## config.mk

```make
export PLATFORM = sky130hd
export DESIGN_NAME = code_to_volts_seq
export DESIGN_NICKNAME = d
export VERILOG_FILES = /design/src/rtl/code_to_volts_seq.sv
export SDC_FILE = /design/constraint.sdc
export NUM_CORES = 1
export LEC_CHECK = 0
export ABC_CLOCK_PERIOD_IN_PS = 5900
export CAP_MARGIN = 10
export CORE_MARGIN = 2
export CORE_UTILIZATION = 35
export DETAILED_ROUTE_END_ITERATION = 10
export PLACE_DENSITY = 0.58
export SYNTH_ARGS = -nofsm -noshare
export SYNTH_HDL_FRONTEND = slang
export SYNTH_SLANG_ARGS = --single-unit
```

## constraint.sdc

```tcl
create_clock -name clock -period 5.9 [get_ports clock]
set_input_delay 1.77 -clock clock [delete_from_list [all_inputs] [get_ports clock]]
set_output_delay 1.77 -clock clock [all_outputs]
set_load 0.01 [all_outputs]
```

## src/rtl/code_to_volts_seq.sv

```systemverilog
// Sequential code-to-volts converter: restoring long division by DIVISOR, one BCD digit
// every four cycles (ones digit first, then FRAC_DIGITS fractional digits), with valid/ready on both sides.
module code_to_volts_seq #(
    parameter int IN_WIDTH    = 8,
    parameter int DIVISOR     = 51,
    parameter int FRAC_DIGITS = 3
) (
    input  logic                         clock,
    input  logic                         reset,
    input  logic                         in_valid,
    output logic                         in_ready,
    input  logic [IN_WIDTH-1:0]          in_code,
    output logic                         out_valid,
    input  logic                         out_ready,
    output logic [4*(FRAC_DIGITS+1)-1:0] out_bcd,
    output logic                         out_inexact,
    output logic                         busy
);

    localparam int NUM_DIGITS = FRAC_DIGITS + 1;
    localparam int BCD_W      = 4 * NUM_DIGITS;
    localparam int MAX_CODE   = (1 << IN_WIDTH) - 1;
    localparam int SAFE_DIV   = (DIVISOR < 1) ? 1 : DIVISOR;
    localparam int MAX_SCALED = 10 * (SAFE_DIV - 1);
    localparam int MAX_CMP    = SAFE_DIV * 8;
    localparam int MAX_A      = (MAX_CODE > MAX_SCALED) ? MAX_CODE : MAX_SCALED;
    localparam int WORK_MAX   = (MAX_A > MAX_CMP) ? MAX_A : MAX_CMP;
    localparam int WORK_W     = $clog2(WORK_MAX + 1);
    localparam int DIG_W      = $clog2(NUM_DIGITS + 1);

    if (DIVISOR < 1) begin : g_bad_divisor
        $error("code_to_volts_seq: DIVISOR must be at least 1");
    end
    if (MAX_CODE / SAFE_DIV > 9) begin : g_bad_range
        $error("code_to_volts_seq: full-scale code would need more than one integer digit");
    end
    if (FRAC_DIGITS < 1) begin : g_bad_frac
        $error("code_to_volts_seq: FRAC_DIGITS must be at least 1");
    end

    typedef enum logic [1:0] {
        IDLE,
        DIV,
        DONE
    } state_t;

    state_t             state_q, state_d;
    logic [WORK_W-1:0]  working_q, working_d;
    logic [1:0]         iter_q, iter_d;
    logic [DIG_W-1:0]   digit_q, digit_d;
    logic [3:0]         quot_q, quot_d;
    logic [BCD_W-1:0]   bcd_q, bcd_d;
    logic               inexact_q, inexact_d;

    logic [1:0]         bit_idx;
    logic [WORK_W-1:0]  comparand;
    logic               take;
    logic [WORK_W-1:0]  diff;
    logic [WORK_W-1:0]  scaled;
    logic [3:0]         quot_next;

    // Iteration 0 tests quotient bit 3, iteration 3 tests bit 0.
    assign bit_idx   = 2'd3 - iter_q;
    assign comparand = WORK_W'(DIVISOR) << bit_idx;
    assign take      = (working_q >= comparand);
    assign diff      = take ? (working_q - comparand) : working_q;
    assign quot_next = quot_q | ({3'b000, take} << bit_idx);
    // Remainder is always below DIVISOR here, so times ten fits the working width.
    assign scaled    = (diff << 3) + (diff << 1);

    always_comb begin
        state_d   = state_q;
        working_d = working_q;
        iter_d    = iter_q;
        digit_d   = digit_q;
        quot_d    = quot_q;
        bcd_d     = bcd_q;
        inexact_d = inexact_q;
        in_ready  = 1'b0;
        busy      = 1'b0;
        out_valid = 1'b0;

        case (state_q)
            IDLE: begin
                in_ready = 1'b1;
                if (in_valid) begin
                    working_d = WORK_W'(in_code);
                    iter_d    = 2'd0;
                    digit_d   = '0;
                    quot_d    = 4'd0;
                    bcd_d     = '0;
                    inexact_d = 1'b0;
                    state_d   = DIV;
                end
            end
            DIV: begin
                busy      = 1'b1;
                working_d = diff;
                quot_d    = quot_next;
                iter_d    = iter_q + 2'd1;
                if (iter_q == 2'd3) begin
                    // Digits enter at the bottom, so the ones digit ends up in the top nibble.
                    bcd_d   = {bcd_q[BCD_W-5:0], quot_next};
                    quot_d  = 4'd0;
                    digit_d = digit_q + DIG_W'(1);
                    if (digit_q == DIG_W'(NUM_DIGITS - 1)) begin
                        inexact_d = (diff != '0);
                        state_d   = DONE;
                    end else begin
                        working_d = scaled;
                    end
                end
            end
            DONE: begin
                out_valid = 1'b1;
                if (out_ready) begin
                    state_d = IDLE;
                end
            end
            default: begin
                state_d = IDLE;
            end
        endcase
    end

    always_ff @(posedge clock or posedge reset) begin
        if (reset) begin
            state_q   <= IDLE;
            working_q <= '0;
            iter_q    <= 2'd0;
            digit_q   <= '0;
            quot_q    <= 4'd0;
            bcd_q     <= '0;
            inexact_q <= 1'b0;
        end else begin
            state_q   <= state_d;
            working_q <= working_d;
            iter_q    <= iter_d;
            digit_q   <= digit_d;
            quot_q    <= quot_d;
            bcd_q     <= bcd_d;
            inexact_q <= inexact_d;
        end
    end

    assign out_bcd     = bcd_q;
    assign out_inexact = inexact_q;

endmodule

```

### The metal 2 layer

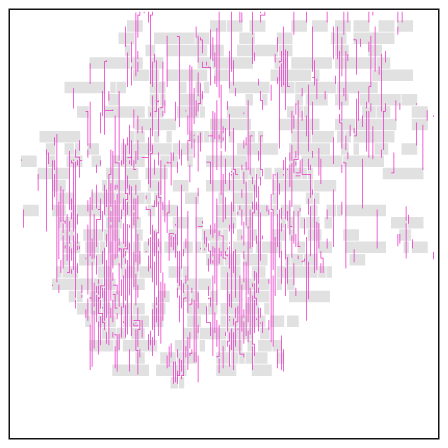
main direction: vertical
share of all routed wire: 43%
wire length on this layer: 3300 um
longest straight run: 37.7 um
nets with wire on the layer: 316
overall routed net length: 7610 um
met2 usage: 26.4%

### Clock network drawn from the DEF

The bar under the picture is 20 um long.
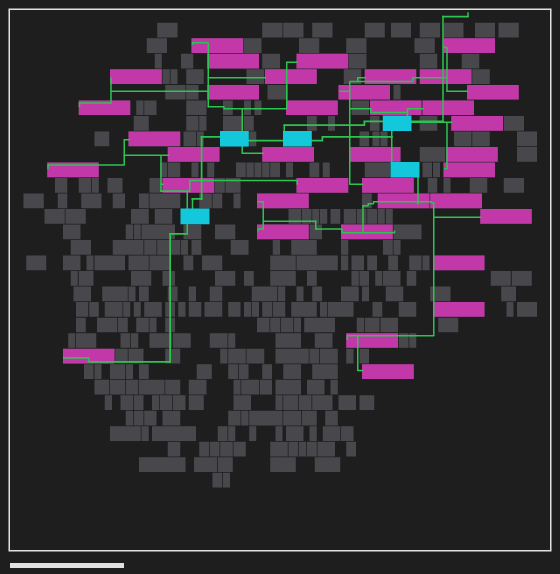
[clock drivers] cyan | count: 5
[clock wires] green | length: 518 um
[flip-flops] magenta | count: 37
routed clock nets: 6
clk latency late pin: 0.29 ns
Layout Skew: 0.0123 ns

### Routing congestion

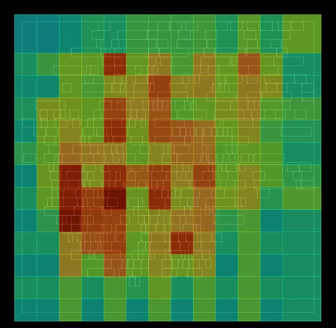
GRT Util Overall: 17.6%
GR peak layer: met2
GRT met3 Usage: 3.99%

### Routed metal, one colour a layer

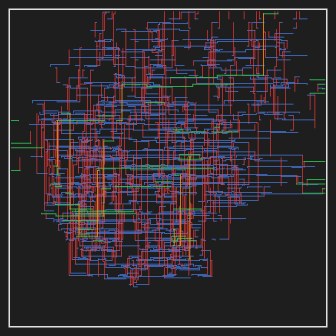
[metal 2] red | wire length: 3300 um
[metal 4] orange | wire length: 179 um
[metal 3] green | wire length: 392 um
[metal 1] blue | wire length: 3740 um
via count: 2624
post-DR wirelength/cell: 16.6 um

==> impl_metrics.ini <==
; implementation run metrics
[synthesis]
top_area_share_pct = 32.2
synth_flops = 37
top_cell = dfrtp_1
fa_ha_area_share_pct = 7.35
ys_sh_aoi_pct = 28.0
simple_gate_share_pct = 16.9
ys_sh_mux_pct = 3.96
syn-cell-area_um2 = 2880
edf_count = 0
yosysSeqAreaShare_pct = 32.2
ys_cells = 328
top_cells_by_area = dfrtp_1 32%, ha_1 5.2%, a22o_1 4.6%, o21ai_0 3.8%, nand2_1 3.8%
ys_top_cells_by_count = 37 x dfrtp_1, 29 x nand2_1, 28 x nor2_1, 22 x o21ai_0, 18 x inv_1
syn-num-nets = 353
synth.largest_area_cell = dfrtp_1
avgSynthCellArea_um2 = 8.77
ys_area_um2 = 2880

[routing]
first_pass_iters = 5
drc = 0
avgViaCountPerCell = 5.70
antenna_left = 0

[floorplanning]
placement_rows = 33
initCoreUtil_pct = 35.5
die_w_um = 94.7
chipHeight_um = 94.7
pin_count = 32

[placed_design]
numPortBuffers = 31
place_congestion = 0.983
placedCellCount = 452

[global_routing]
grt_max_degree = 38
gr-total-overflow = 0
grt_pass1_vias = 2470
grt_pass1_wl_um = 12500

[critical_path]
crit_end = working_q[7]$_DFFE_PP0P_
r2r-end = working_q[7]$_DFFE_PP0P_
cp_max_fo = 13
endpoint_kind = register
worst-path-stages = 16
critPathTopFamily = adder cells
startpoint_type = register

[status]
status = finished, final reports clean

[finish]
postLayoutCellArea_um2 = 3350
largest_reg_flops = 16
drive_above_1_share_pct = 12.1
n_antenna_cell = 0
stdcell_count = 460

[min_path]
min_path_cells = 2

[sta]
worstMarginPinSlew_ns = 0.940
fmax_mhz = 236
period_used_pct = 71.8
hold_viol_final = 0
setup_violations = 0

[clock_network]
clock_path_buffers = 2
cts_tree = done
cts_buffers = 5
cts_root_buf = clkbuf_8
hold_buffers = 0
-- metal layers --
metal / vias up / share of wire, % / GRT usage (%) / wire (um)
met5: - / 0 / 0 / 0
met4: 0 / 2.3 / 4.95 / 178
met3: 20 / 5.1 / 3.99 / 391
met2: 94 / 43 / 26.4 / 3300
met1: 1260 / 49 / 25.4 / 3740
li1: 1250 / - / - / -
-- placed cells by master, fill, tap and decap left out, types with 4 or more instances in the layout --
cell,count
xnor2_1,10
xor2_1,5
nor3_1,9
nand2_1,29
buf_4,6
o21ai_0,21
nor4_1,4
nor2_1,28
a31oi_1,12
o21ai_1,5
nand2b_1,4
clkbuf_8,6
inv_1,18
mux2i_1,5
clkdlybuf4s50_1,31
nand3_1,4
dfrtp_1,37
a22o_1,15
ha_1,12
o22ai_1,4
o21a_1,5
a21oi_1,17
-- through the flow --
stage,setup slack (ns)
4_1_cts,1.70
2_1_floorplan,2.10
3_5_place_dp,1.71
6_report,1.66
3_3_place_gp,1.81
5_1_grt,1.33
-- final cells by class --
| type | instances | area, um2 |
|---|---|---|
| Sequential cell | 37 | 926 |
| Tap cell | 105 | 131 |
| Timing Repair Buffer | 37 | 355 |
| Multi-Input combinational cell | 252 | 1760 |
| Fill cell | 851 | 4740 |
| Clock buffer | 6 | 82.6 |
| Clock inverter | 2 | 13.8 |
| Inverter | 21 | 78.8 |
-- logic make-up (layout without fill, tap and decap cells) --
family | Yosys count | in the layout
compound gates | 110 | 110
xor+xnor | 16 | 16
fa+ha+maj | 17 | 17
buf+inv | 39 | 66
flops | 37 | 37
mux | 9 | 9
simple gates | 100 | 100
